--- config.mk ---
export PLATFORM = sky130hd
export DESIGN_NAME = recip_div_unit
export DESIGN_NICKNAME = d
export VERILOG_FILES = /design/src/rtl/recip_div_unit.sv
export SDC_FILE = /design/constraint.sdc
export NUM_CORES = 1
export LEC_CHECK = 0
export CAP_MARGIN = 20
export CELL_PAD_IN_SITES_DETAIL_PLACEMENT = 0
export CELL_PAD_IN_SITES_GLOBAL_PLACEMENT = 2
export CORE_MARGIN = 2
export CORE_UTILIZATION = 30
export CTS_BUF_LIST = sky130_fd_sc_hd__clkbuf_8
export DETAILED_ROUTE_END_ITERATION = 8
export GPL_TIMING_DRIVEN = 0
export PLACE_DENSITY = 0.73
export SYNTH_ARGS = -nofsm -noshare
export SYNTH_HDL_FRONTEND = slang
export SYNTH_SLANG_ARGS = --single-unit
--- constraint.sdc ---
create_clock -name Clk -period 2.1 [get_ports Clk]
set_input_delay 0.525 -clock Clk [delete_from_list [all_inputs] [get_ports Clk]]
set_output_delay 0.525 -clock Clk [all_outputs]
set_load 0.01 [all_outputs]
--- src/rtl/recip_div_unit.sv ---
// Reciprocal engine: reads a 16-bit divisor from data memory, computes floor(2^15 / divisor)
// with a 16-step restoring division, writes it back and raises Ack.
module recip_div_unit #(
  parameter int ADDR_W   = 8,
  parameter int DIV_ADDR = 8,
  parameter int RES_ADDR = 10
) (
  input  logic              Clk,
  input  logic              Reset,
  input  logic              Start,
  output logic              Ack,
  output logic              Busy,
  output logic [ADDR_W-1:0] Mem_Addr,
  output logic              Mem_RdEn,
  input  logic [7:0]        Mem_RdData,
  output logic              Mem_WrEn,
  output logic [7:0]        Mem_WrData
);

  localparam logic [ADDR_W-1:0] DIV_A0 = ADDR_W'(DIV_ADDR);
  localparam logic [ADDR_W-1:0] DIV_A1 = ADDR_W'(DIV_ADDR + 1);
  localparam logic [ADDR_W-1:0] RES_A0 = ADDR_W'(RES_ADDR);
  localparam logic [ADDR_W-1:0] RES_A1 = ADDR_W'(RES_ADDR + 1);

  typedef enum logic [2:0] {IDLE, RD_HI, RD_LO, CAP, DIV, WR_HI, WR_LO, DONE} state_t;

  state_t      state, state_nx;
  logic        start_d;
  logic [15:0] divisor;
  logic [15:0] rem;
  logic [15:0] q;
  logic [15:0] dvd;
  logic [3:0]  count;

  logic        launch;
  logic [15:0] div_full;
  logic [16:0] t;
  logic        ge;
  logic [15:0] rem_nx;

  assign launch   = start_d & ~Start;
  assign div_full = {divisor[15:8], Mem_RdData};

  // Dividend 0x8000 is shifted in MSB first, so 16 steps leave floor(2^15/d) in q.
  assign t      = {rem, dvd[15]};
  assign ge     = t >= {1'b0, divisor};
  assign rem_nx = ge ? 16'(t - {1'b0, divisor}) : t[15:0];

  always_comb begin
    state_nx = state;
    if (Start) state_nx = IDLE;
    else begin
      case (state)
        IDLE:    if (launch) state_nx = RD_HI;
        RD_HI:   state_nx = RD_LO;
        RD_LO:   state_nx = CAP;
        CAP:     state_nx = (div_full == 16'h0) ? WR_HI : DIV;
        DIV:     if (count == 4'd15) state_nx = WR_HI;
        WR_HI:   state_nx = WR_LO;
        WR_LO:   state_nx = DONE;
        DONE:    if (launch) state_nx = RD_HI;
        default: state_nx = IDLE;
      endcase
    end
  end

  always_ff @(posedge Clk or negedge Reset) begin
    if (!Reset) begin
      state   <= IDLE;
      start_d <= 1'b1;
      divisor <= '0;
      rem     <= '0;
      q       <= '0;
      dvd     <= '0;
      count   <= '0;
    end else begin
      state   <= state_nx;
      start_d <= Start;
      case (state)
        RD_LO: divisor[15:8] <= Mem_RdData;
        CAP: begin
          divisor[7:0] <= Mem_RdData;
          rem          <= '0;
          dvd          <= 16'h8000;
          count        <= '0;
          q            <= (div_full == 16'h0) ? 16'hFFFF : 16'h0000;
        end
        DIV: begin
          rem   <= rem_nx;
          q     <= {q[14:0], ge};
          dvd   <= {dvd[14:0], 1'b0};
          count <= count + 4'd1;
        end
        default: ;
      endcase
    end
  end

  // Moore outputs: everything decodes from state, so reset zeroes them immediately.
  always_comb begin
    Ack        = 1'b0;
    Busy       = 1'b0;
    Mem_Addr   = '0;
    Mem_RdEn   = 1'b0;
    Mem_WrEn   = 1'b0;
    Mem_WrData = '0;
    case (state)
      RD_HI: begin Busy = 1'b1; Mem_Addr = DIV_A0; Mem_RdEn = 1'b1; end
      RD_LO: begin Busy = 1'b1; Mem_Addr = DIV_A1; Mem_RdEn = 1'b1; end
      CAP:   Busy = 1'b1;
      DIV:   Busy = 1'b1;
      WR_HI: begin Busy = 1'b1; Mem_Addr = RES_A0; Mem_WrEn = 1'b1; Mem_WrData = q[15:8]; end
      WR_LO: begin Busy = 1'b1; Mem_Addr = RES_A1; Mem_WrEn = 1'b1; Mem_WrData = q[7:0]; end
      DONE:  Ack = 1'b1;
      default: ;
    endcase
  end

endmodule

### Wires at chosen ports, followed through buffers, run 1

The bar under the picture is 20 um long.
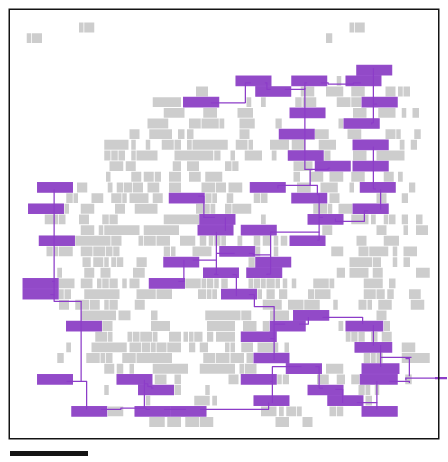
purple -> Reset  # bits 1, direction input, end cells 57, buffers 2, wire 458 um

### Metal layers overlaid, run 1

Two of the layers only.
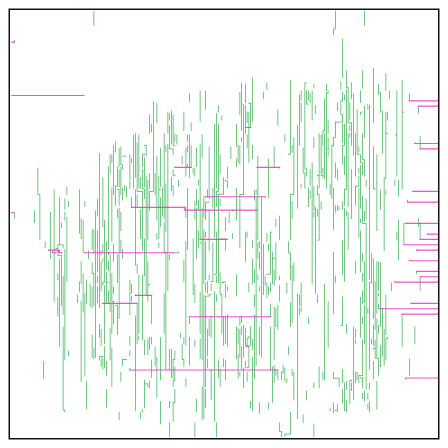
green -> metal 2  # wire length 4,260 um
magenta -> metal 3  # wire length 316 um

==> notes.md, run 1 <==
Notes on the physical design

The later pin in the worst-skew pair is clocked with a latency of approximately 0.34 ns. Including well taps, the total number of placed cells is ~520. The global placer's final weighted congestion is 0.760. For the combinational group, total power comes out at 1.53 mW. The largest incremental delay on the critical path is around 0.4 ns. The clock tree from TritonCTS is done. The count of port buffers added during placement is 25. The share of the final layout cell area in multi-input gates is 0.450. The routed layout has ~2,800 vias.

Counting instances in the post-synthesis netlist gives the leading cell types as sky130_fd_sc_hd__dfrtp_1 (56), sky130_fd_sc_hd__nand2_1 (36), sky130_fd_sc_hd__nor2_1 (27). In this run the layout overhead on the synthesized area is reported as 33.6%. Together, buffers and inverters on the worst path number 3. The post-CTS hold buffer count recorded in the log is 0. In this run, the synthesized area fraction spent on adder and majority cells is recorded as 0.0701. The setup violation total in the final timing report is 17. The count of boundary I/O pins is 31. The biggest combinational cell group after synthesis is AND-OR/OR-AND gates. The number of sequential storage elements is approximately 57. Post-route period utilization is reported as 1.22. Of the total synthesized cell area, the portion taken by AND, OR, NAND and NOR gates is 0.139. The fill cell instance count of the final layout is roughly 1,100.

The power report puts the net switching power at 1.40 mW. The total die size is between 0.01 and 0.015 mm2. The register clock-pin slew on the reported worst setup and hold paths is 0.07 ns. Counting only logic cells after layout, the most numerous master is sky130_fd_sc_hd__dfrtp_1. The area taken by multi-input combinational cells is reported as around 0.002 mm2. The measured slew at the worst slew-check pin is 0.585 ns. The layout report lists the clock-cell share of area as 0.0367.

The number of non-filler instances in the completed layout is between 500 and 600. The most critical min-delay path falls under in2async. Among all cell types in the netlist, the one instantiated most often is sky130_fd_sc_hd__dfrtp_1. The fraction of final cell area spent on non-clock buffers in this run is 0.131. The final reports fail on setup timing.

In this run the clock root is driven by a sky130_fd_sc_hd__clkbuf_8. The top routing layer in use is met4. The number of OpenROAD warnings is 29. The biggest area contributor in the post-synthesis netlist is sky130_fd_sc_hd__dfrtp_1. The sequential cell power is between 1 and 1.5 mW. The number of antenna violations at the first check in global routing is 0.

The clock period minus worst slack is approximately 2.6 ns. The sum of met2 wire segment lengths after detailed routing is 4260 um. The HPWL reported at the end of detailed placement is roughly 6200 um. The leakage power is 1.93 nW. The via count normalized by instance count is 5.07. The wire length of the first global-routing pass is approximately 15,000 um.

CTS built an H-tree with a depth of 3. The via count of the first global-routing pass is roughly 2,800. The combinational gate count is 252. The launch point of the worst reg-to-reg path is divisor[1]. The synthesized flop and latch total is roughly 57. The starting density of the core is 0.306.

The largest part of the power goes to combinational cells. Looking at the VDD voltage map, the peak drop is about 430 uV. The fraction of layout cells with a size suffix above 1 is 0.294. In this run, the synthesized area fraction spent on xor and xnor cells is recorded as 0.0317.

The final timing report lists clock skew as 0.00843 ns. The post-CTS repair timing setup buffer count is 18. The met3 layer usage reported by global route is 0.0311. The run finished, with violations left. The capture instance of the worst register-to-register path is rem[4]. Registers take around 0.0014 mm2. The flow inserted between 100 and 150 tap cells. Summing internal, switching and leakage power gives just under 4 mW. The largest registers in the layout are divisor x16, q x16, rem x16. The global route total overflow is 0. The number of nets in the layout is about 440. The maximum number of pins on one net before global-route repair is 39. The total number of clock tree sinks is about 57. Measured along the x axis, the die boundary spans ~110 um. For this design, the slowest cell found on the critical path is sky130_fd_sc_hd__dfrtp_1. The class occupying the most area after layout is reported as logic gates. Looking at the clock tree report, the maximum root-to-sink buffer count equals 2. The die is approximately 110 um tall. The count of inserted antenna diode cells is 0. The kind of cell adding the most delay to the critical path is AND-OR/OR-AND gates. The routed wire length is between 9000 and 10,000 um. The share of total power in the clock network is 0.231. The count of different cell masters after synthesis is ~51. Each instance of the synthesized netlist takes up on average ~9.5 um2. Per the OpenROAD timing report, the critical path contains 11 cells. For reference, the final report shows the max-slew violation count at 0.

The share of synthesized area in the top cell type comes to 0.422. The cell count listed in synth_stat.txt is around 350. The worst setup path is of the reg2reg kind. Final hold analysis gives a worst-case slack of about 0.14 ns. The worst slew margin relative to its limit is 0.610. Across every metal layer, demand over resource in global routing totals 0.165. The most common flop cell mapped by yosys is sky130_fd_sc_hd__dfrtp_1. The length of the first detailed-routing pass in iterations is 4. After detailed routing, the met3 layer carries 316 um of wire. Setup repair after global routing could not meet its margin everywhere. The top fanout value on the critical path is 8. Following the worst setup path forward leads to its endpoint at rem[4]. The synthesized design contains 0 enable-type register cells. In this run the cell area of the synthesized design comes to 0.00332 mm2. The fraction of standard cell area that is sequential is 0.323. Per report_power, the Clock row totals between 0.8 and 0.9 mW. In this run the most used layer during global routing was met2.

The number of buffers inserted during clock tree synthesis is 9. The count of plain and timing-repair buffers in the layout is just over 70. The final timing report gives a worst setup slack of -0.464 ns. The total routed wire length on the met1 layer is between 4000 and 5000 um. The global routing usage on met1 is 0.231. The proportion of register bits with asynchronous set or reset after synthesis is 1.00. On met2, the global router reports a usage of 0.261. The data required time at the worst endpoint is between 2 and 2.5 ns. The post-place instance area is 0.00377 mm2. The number of instances resized during post-cts repair is between 70 and 80.

The register share of total power is 0.370. The cell area power density is between 800 and 900 mW/mm2. The internal reg-to-reg setup slack is -0.46 ns. The number of cells on the worst reg-to-reg path is 11.

In the layout the commonest cells are sky130_fd_sc_hd__dfrtp_1 (53), sky130_fd_sc_hd__nand2_1 (35), sky130_fd_sc_hd__buf_4 (26), sky130_fd_sc_hd__nor2_1 (23), sky130_fd_sc_hd__o21ai_0 (21). The worst setup path is launched from a register. The share of the Yosys chip area taken by registers is 0.430.

After routing the design area is about 0.0044 mm2. The script parses the final routing iteration and logs DRC violations as 0. Setup total negative slack on the finished layout was measured at -7.06 ns. The total count of hold-check failures in the final report is 0. Timing would allow up to 0.390 GHz. Counting the warning lines in the Yosys log gives 0.
### Sequential cells colored by netlist name, run 1

The bar under the picture is 20 um long.
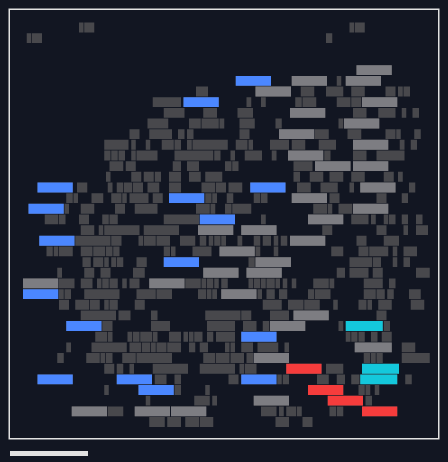
red -> count  # sequential cells 4, where south-east
cyan -> state  # sequential cells 3
blue -> rem  # sequential cells 16

==> run 1 -> run 2 <==
Settings changed: ABC_CLOCK_PERIOD_IN_PS set to 2100, CORE_MARGIN 2 to unset.
### M1 wires, run 2

The bar under the picture is 20 um long. Supply wires on this layer in gray. Cells faint in the background.
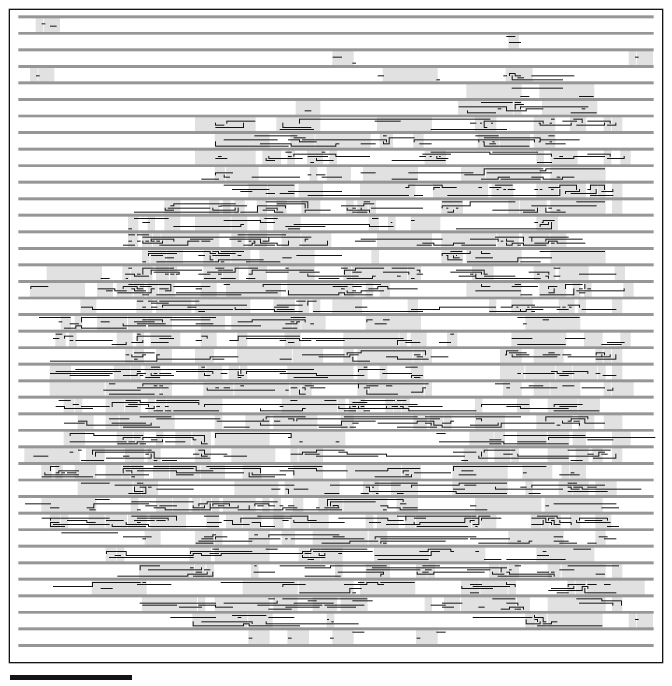
share of all routed wire = 46%
wire length on this layer = 4,370 um
main direction = horizontal
nets with wire on the layer = 411
longest straight run = 46.9 um

==> run 2 against run 1 <==
Net effect: synthesized cell count stayed put; sequential cell count stayed put; the run still ends with setup timing left; clock power is 32% higher; first-iteration DRC count is 5.7% higher; synthesized area stayed put; via count is 0.39% higher; global-route usage is 1.8 points higher; critical path depth is 1 lower; largest cell class unchanged; combinational power is 5% higher.
==> notes.md, run 2 <==
Notes on the physical design

The flow ran to the end, but the final reports show violations. The checks that failed: setup timing. As reported, the later end of the worst-skew pair has a clock insertion delay of ~0.35 ns. The netlist area before placement is ~0.0033 mm2. The clock tree from TritonCTS is done. Setup repair after global routing could not meet its margin everywhere.

The final antenna diode tally reported by the flow is 0. The count of boundary I/O pins is 31. The area fraction in full adders, half adders and majority gates is 0.0701. The script parses the final routing iteration and logs DRC violations as 0. The total die size is around 0.011 mm2.

The total met3 wirelength after detailed routing is 396 um. The clock tree synthesis step divided the H-tree into 3 levels. The cell area after layout is ~0.0047 mm2. The highest-utilization routing layer at the global route stage is met2. Setup slack on the worst reg-to-reg path comes out at -0.38 ns. According to the timing report, the data required time at the worst endpoint equals roughly 2.3 ns. For met3 alone, demand over resource in global routing was 0.0468. The type of the worst setup path is reg2reg.

The critical path in the final layout is reported with a setup slack of -0.375 ns. The capture instance of the worst register-to-register path is rem[9]. The buffer and inverter count on the worst path is 2. The number of non-filler instances in the completed layout is between 500 and 600.

The fraction of standard cell area that is sequential is 0.306. The script extracted a net switching power of 1.44 mW. In the layout the tool counted multi-input logic cells amounting to between 200 and 300. Per the synth stats, the flop cell with the highest instance count is sky130_fd_sc_hd__dfrtp_1. The length of the first detailed-routing pass in iterations is 4. Counting endpoints that fail hold in the final report gives 0. The path class of the tightest hold or removal check is in2async. Dividing the synthesized area by the synthesized cell count gives ~9.5 um2.

STA classifies the critical path startpoint as a register. After routing, the total negative slack on setup checks comes to -5.37 ns. Per the cell usage report, the commonest logic cells after layout are sky130_fd_sc_hd__dfrtp_1 (53), sky130_fd_sc_hd__nand2_1 (34), sky130_fd_sc_hd__buf_4 (34), sky130_fd_sc_hd__nor2_1 (23), sky130_fd_sc_hd__o21ai_0 (18). The sequential cell area fraction in the yosys report is 0.430.

Power comes to between 4 and 5 mW. Power spread over the standard cell area amounts to about 900 mW/mm2. The clock period minus worst slack is approximately 2.5 ns. The synthesized design contains 0 enable-type register cells. The pin closest to its max-slew limit shows a slew of approximately 0.55 ns. In the CTS report, the clock slew at the register clock pins of the worst setup and hold paths is listed as approximately 0.07 ns. Per the slew report, the remaining headroom to the max-slew limit stands at 0.635.

The most numerous cell in the Yosys netlist is sky130_fd_sc_hd__dfrtp_1. The slowest stage cell on the critical path is sky130_fd_sc_hd__or4_4. Across all stage logs, warnings added up to 29. The register share of total power is 0.338. By area, the combinational part of the netlist is dominated by AND-OR/OR-AND gates. Based on the critical path, the design can be clocked at up to ~0.4 GHz. The final clock period utilization by the worst path is 1.18. The share of total power in the clock network is 0.277. Signal routing reaches up to met4. After layout, the setup clock skew is reported as between 0.005 and 0.006 ns. The number of gates resized after CTS was ~94. The number of well taps is between 100 and 150. The via count normalized by instance count is 4.98. The area fraction of the largest cell type after synthesis is 0.422.

Counting instances in the post-synthesis netlist gives the leading cell types as sky130_fd_sc_hd__dfrtp_1 (56), sky130_fd_sc_hd__nand2_1 (36), sky130_fd_sc_hd__nor2_1 (27). The launch point of the worst reg-to-reg path is rem[4]. The area share of and/or/nand/nor cells after synthesis is 0.139. The total number of clock tree sinks is about 57. In this run the tool buffered the top-level ports with 25 buffer cells.

The post-place instance area is 0.00377 mm2. The via count of the first global-routing pass is between 2,000 and 3,000. The clock-net power is ~1.2 mW. The fill cell instance count of the final layout is between 1,000 and 1,500.

The starting density of the core is 0.308. The cell accounting for the most synthesized area is sky130_fd_sc_hd__dfrtp_1. The routed wire length is roughly 9500 um.

The HPWL reported at the end of detailed placement is approximately 6400 um. The fraction of cell area in multi-input combinational cells is reported as 0.441. For this run, asynchronously set or reset flops after synthesis account for 1.00. From the final report, the count of setup violators was given as 17.

Among logic cells in the layout, the one with the most instances is sky130_fd_sc_hd__dfrtp_1. The timing report lists the critical path depth as 10 cells. The worst-case clock buffer depth is 2. The number of nets in the layout is 455. In this design, the largest share of critical-path delay is due to simple AND/OR/NAND/NOR gates. The number of antenna violations at the first check in global routing was 0. The cell count listed in synth_stat.txt is approximately 350. Max-slew check failures listed in the final report amount to 0. The maximum resistive drop on vdd is around 370 uV.

The timing endpoint of the critical path is rem[9].
==> run 2 -> run 3 <==
Settings changed: SKIP_CTS_REPAIR_TIMING set to 1.
### Sequential cells colored by netlist name, run 3

The bar under the picture is 20 um long.
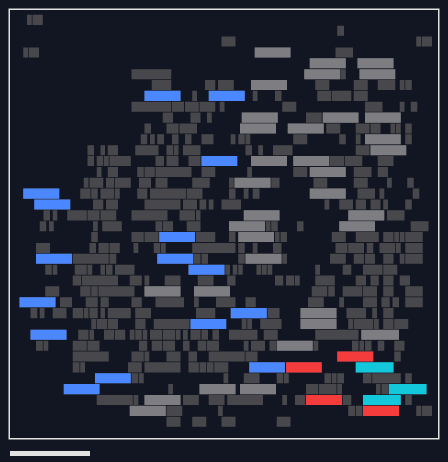
cyan -> state  # sequential cells 3
red -> count  # sequential cells 4, where south-east
blue -> rem  # sequential cells 16
not colored = 34

==> run 3 against run 2 <==
Net effect: via count is 1.8% lower; synthesized area unchanged; setup slack lost 0.14 ns; the run still ends with setup timing left; clock-buffer cell count unchanged; largest power group unchanged; die area did not move; final area is 2.1% lower; sequential cell count unchanged; global-route usage is 1.4 points lower; non-clock buffer count down 9; first-iteration DRC count down 9.2%; power is 1.0% lower.
==> notes.md, run 3 <==
Notes on the physical design

The run finished, with violations left. The checks that failed: setup timing. The area share of and/or/nand/nor cells after synthesis is 0.139.

Adding up every negative setup slack in the final design gives -7.96 ns. The number of non-filler instances in the completed layout is 561. The cell accounting for the most synthesized area is sky130_fd_sc_hd__dfrtp_1. The sequential cell area fraction in the yosys report is 0.430.

The worst setup path is of the reg2reg kind. In this run the number of cells on the critical path is 11. The count of inserted antenna diode cells is 0. The plain and repair buffers instantiated in the layout total between 70 and 80. The most common flop cell mapped by yosys is sky130_fd_sc_hd__dfrtp_1.

The share of the final layout cell area in multi-input gates is 0.443. For this design the top-level I/O count stands at 31. The worst setup skew after layout is 0.00722 ns. The total count of hold-check failures in the final report is 0. The met3 layer usage reported by global route is 0.0462. The highest layer touched by signal routing is met4. Along the critical path, the tally of buffer and inverter instances is 3.

The measured slew at the worst slew-check pin is 0.525 ns. Counting the warning lines in the Yosys log gives 0. Setup repair after global routing could not meet its margin everywhere.

The layout report lists the clock-cell share of area as 0.0475. The synthesized flop and latch total is about 57. The number of OpenROAD warnings is 28. The total met3 wirelength after detailed routing is 330 um. The first global-routing pass estimated 14,700 um of wire. The via count normalized by instance count is 4.97.

The number of sequential storage elements is between 50 and 60. The cell area after layout is between 0.004 and 0.005 mm2. The top fanout value on the critical path is 5.

The worst-case clock buffer depth is 2. The launch point of the critical path was reported as divisor[8]. The mean instance size in the synthesized netlist is approximately 9.5 um2. The post-synth count of flops with an enable pin is 0. The final timing report counts setup violations totalling 18. In this run the power spent charging and discharging nets is about 1.4 mW. The clock tree from TritonCTS is done. The worst slack at placement is -0.740 ns.

Traced cell by cell, the critical path runs through inv_1 > ha_4 > nand4_1 > or4_4 > a21oi_4 > a2111oi_4 > o41ai_4 > clkbuf_8 > buf_12 > mux2i_2 > o21ai_1. Total global-route track usage over all layers is 0.168. Grouping non-sequential cells by family puts the most area in AND-OR/OR-AND gates.

For the clock group, total power comes out at 1.16 mW. The fraction of layout cells with a size suffix above 1 is 0.292. The wire-length estimate of the detail-placed layout is between 6000 and 7000 um. The buffer_ports step reported a buffer count of 25. The register clock-pin slew on the reported worst setup and hold paths is about 0.07 ns.

Once placement finished, the instance area stood at 0.00377 mm2. The share of total power dissipated in sequential elements is 0.342. The die is 107 um tall. The worst slew margin relative to its limit is 0.650.

The internal power summed over all cells is approximately 2.8 mW. The highest-utilization routing layer at the global route stage is met2. The power of the combinational group is 1.57 mW. Counting every sink on the clock net gives between 50 and 60. According to the floorplan report, the total die area is around 0.011 mm2. According to the timing report, the data required time at the worst endpoint equals approximately 2.3 ns.

The routed wire length is 9450 um. In the finished design, the share of the clock period the worst path needs comes to 1.24. The fraction of standard cell area that is sequential is 0.313. In this run the VDD rail shows a maximum IR drop of around 330 uV. Before any placement, the netlist area is recorded as between 0.003 and 0.004 mm2. Power comes to approximately 4.2 mW. Leaving out buffers and inverters, the combinational logic in the layout accounts for about 0.0020 mm2. The global placer's final weighted congestion is approximately 0.76.

The final max-slew violation count is 0. The placed cell count is between 500 and 600. For met2 alone, demand over resource in global routing was 0.268. In the layout the commonest cells are sky130_fd_sc_hd__dfrtp_1 (53), sky130_fd_sc_hd__nand2_1 (35), sky130_fd_sc_hd__buf_4 (28), sky130_fd_sc_hd__nor2_1 (24), sky130_fd_sc_hd__o21ai_0 (21).

The combinational gate count is roughly 250. The number of buffers inserted during clock tree synthesis is 9. The number of antenna violations at the first check in global routing is 0. The clock latency on the worst-skew pair is between 0.3 and 0.4 ns.

The via count of the first global-routing pass is about 2,700. The share of synthesized area in the top cell type comes to 0.422. The total routed wire length on the met1 layer is around 4300 um. The clock root buffer master is sky130_fd_sc_hd__clkbuf_8. The register area is approximately 0.0014 mm2. The share of final layout cell area taken by non-clock buffers is 0.140. The clock period minus worst slack is 2.61 ns. Note that the worst hold path type here is in2async. The number of well taps is around 140. Of the total synthesized cell area, the portion taken by XOR and XNOR cells is 0.0317. The slowest stage cell on the critical path is sky130_fd_sc_hd__or4_4. Per the Yosys statistics, synthesis produced between 300 and 400 cells.

The top cell type in the final layout, fill and taps aside, is sky130_fd_sc_hd__dfrtp_1. Detailed routing inserted a total of approximately 2,800 vias. The kind of cell adding the most delay to the critical path is simple AND/OR/NAND/NOR gates.

Wire segments on met2 add up to between 4000 and 5000 um in the final route. The clock H-tree reported by CTS has 3 levels. The proportion of register bits with asynchronous set or reset after synthesis is 1.00. The launch point of the worst register-to-register path is recorded as divisor[8]. The timing endpoint of the critical path is rem[9]. The capture instance of the worst register-to-register path is rem[9]. The number of cells on the worst reg-to-reg path is 11. The finished design was reported to have a net count of between 400 and 500. The cell-mix breakdown from Yosys lists the adder-cell area share as 0.0701. In this run the layout overhead on the synthesized area is reported as 38.0%.

The DRC violation total after the first TritonRoute iteration is ~120. The worst setup path is launched from a register. The share of total power in the clock network is 0.279. The leakage power is about 2.1 nW. The global route total overflow is 0. The sequential cell power is 1.42 mW. The final routed DRC violation total is 0. The die span in x is approximately 110 um.

At the floorplan stage, the core utilization is reported as 0.308. The fill cell instance count of the final layout is approximately 1,100. Hold timing on the final database bottoms out at a slack of 0.148 ns.

The maximum number of pins on one net before global-route repair is 39. The top power group is combinational cells. The report lists the power per cell area as 908 mW/mm2. The registers reported with the highest flop counts are divisor x16, q x16, rem x16. The cell kind with the greatest summed area is logic gates.

In the post-route analysis, the smallest setup slack over all paths is -0.512 ns. Looking at the gate-level netlist, the highest instance count belongs to sky130_fd_sc_hd__dfrtp_1. Timing would allow up to about 0.38 GHz.

By count the netlist is led by sky130_fd_sc_hd__dfrtp_1 (56), sky130_fd_sc_hd__nand2_1 (36), sky130_fd_sc_hd__nor2_1 (27). Yosys mapped the design onto 51 distinct sky130hd cell types. The first detailed-routing pass took 4 iterations. Data on the critical path arrives at its endpoint at 2.81 ns. Setup slack on the worst reg-to-reg path comes out at -0.51 ns. The largest incremental delay on the critical path is ~0.61 ns. The global routing report lists met1 layer usage as 0.226.
No activity file was given, so power comes from the tool's default toggle rates.
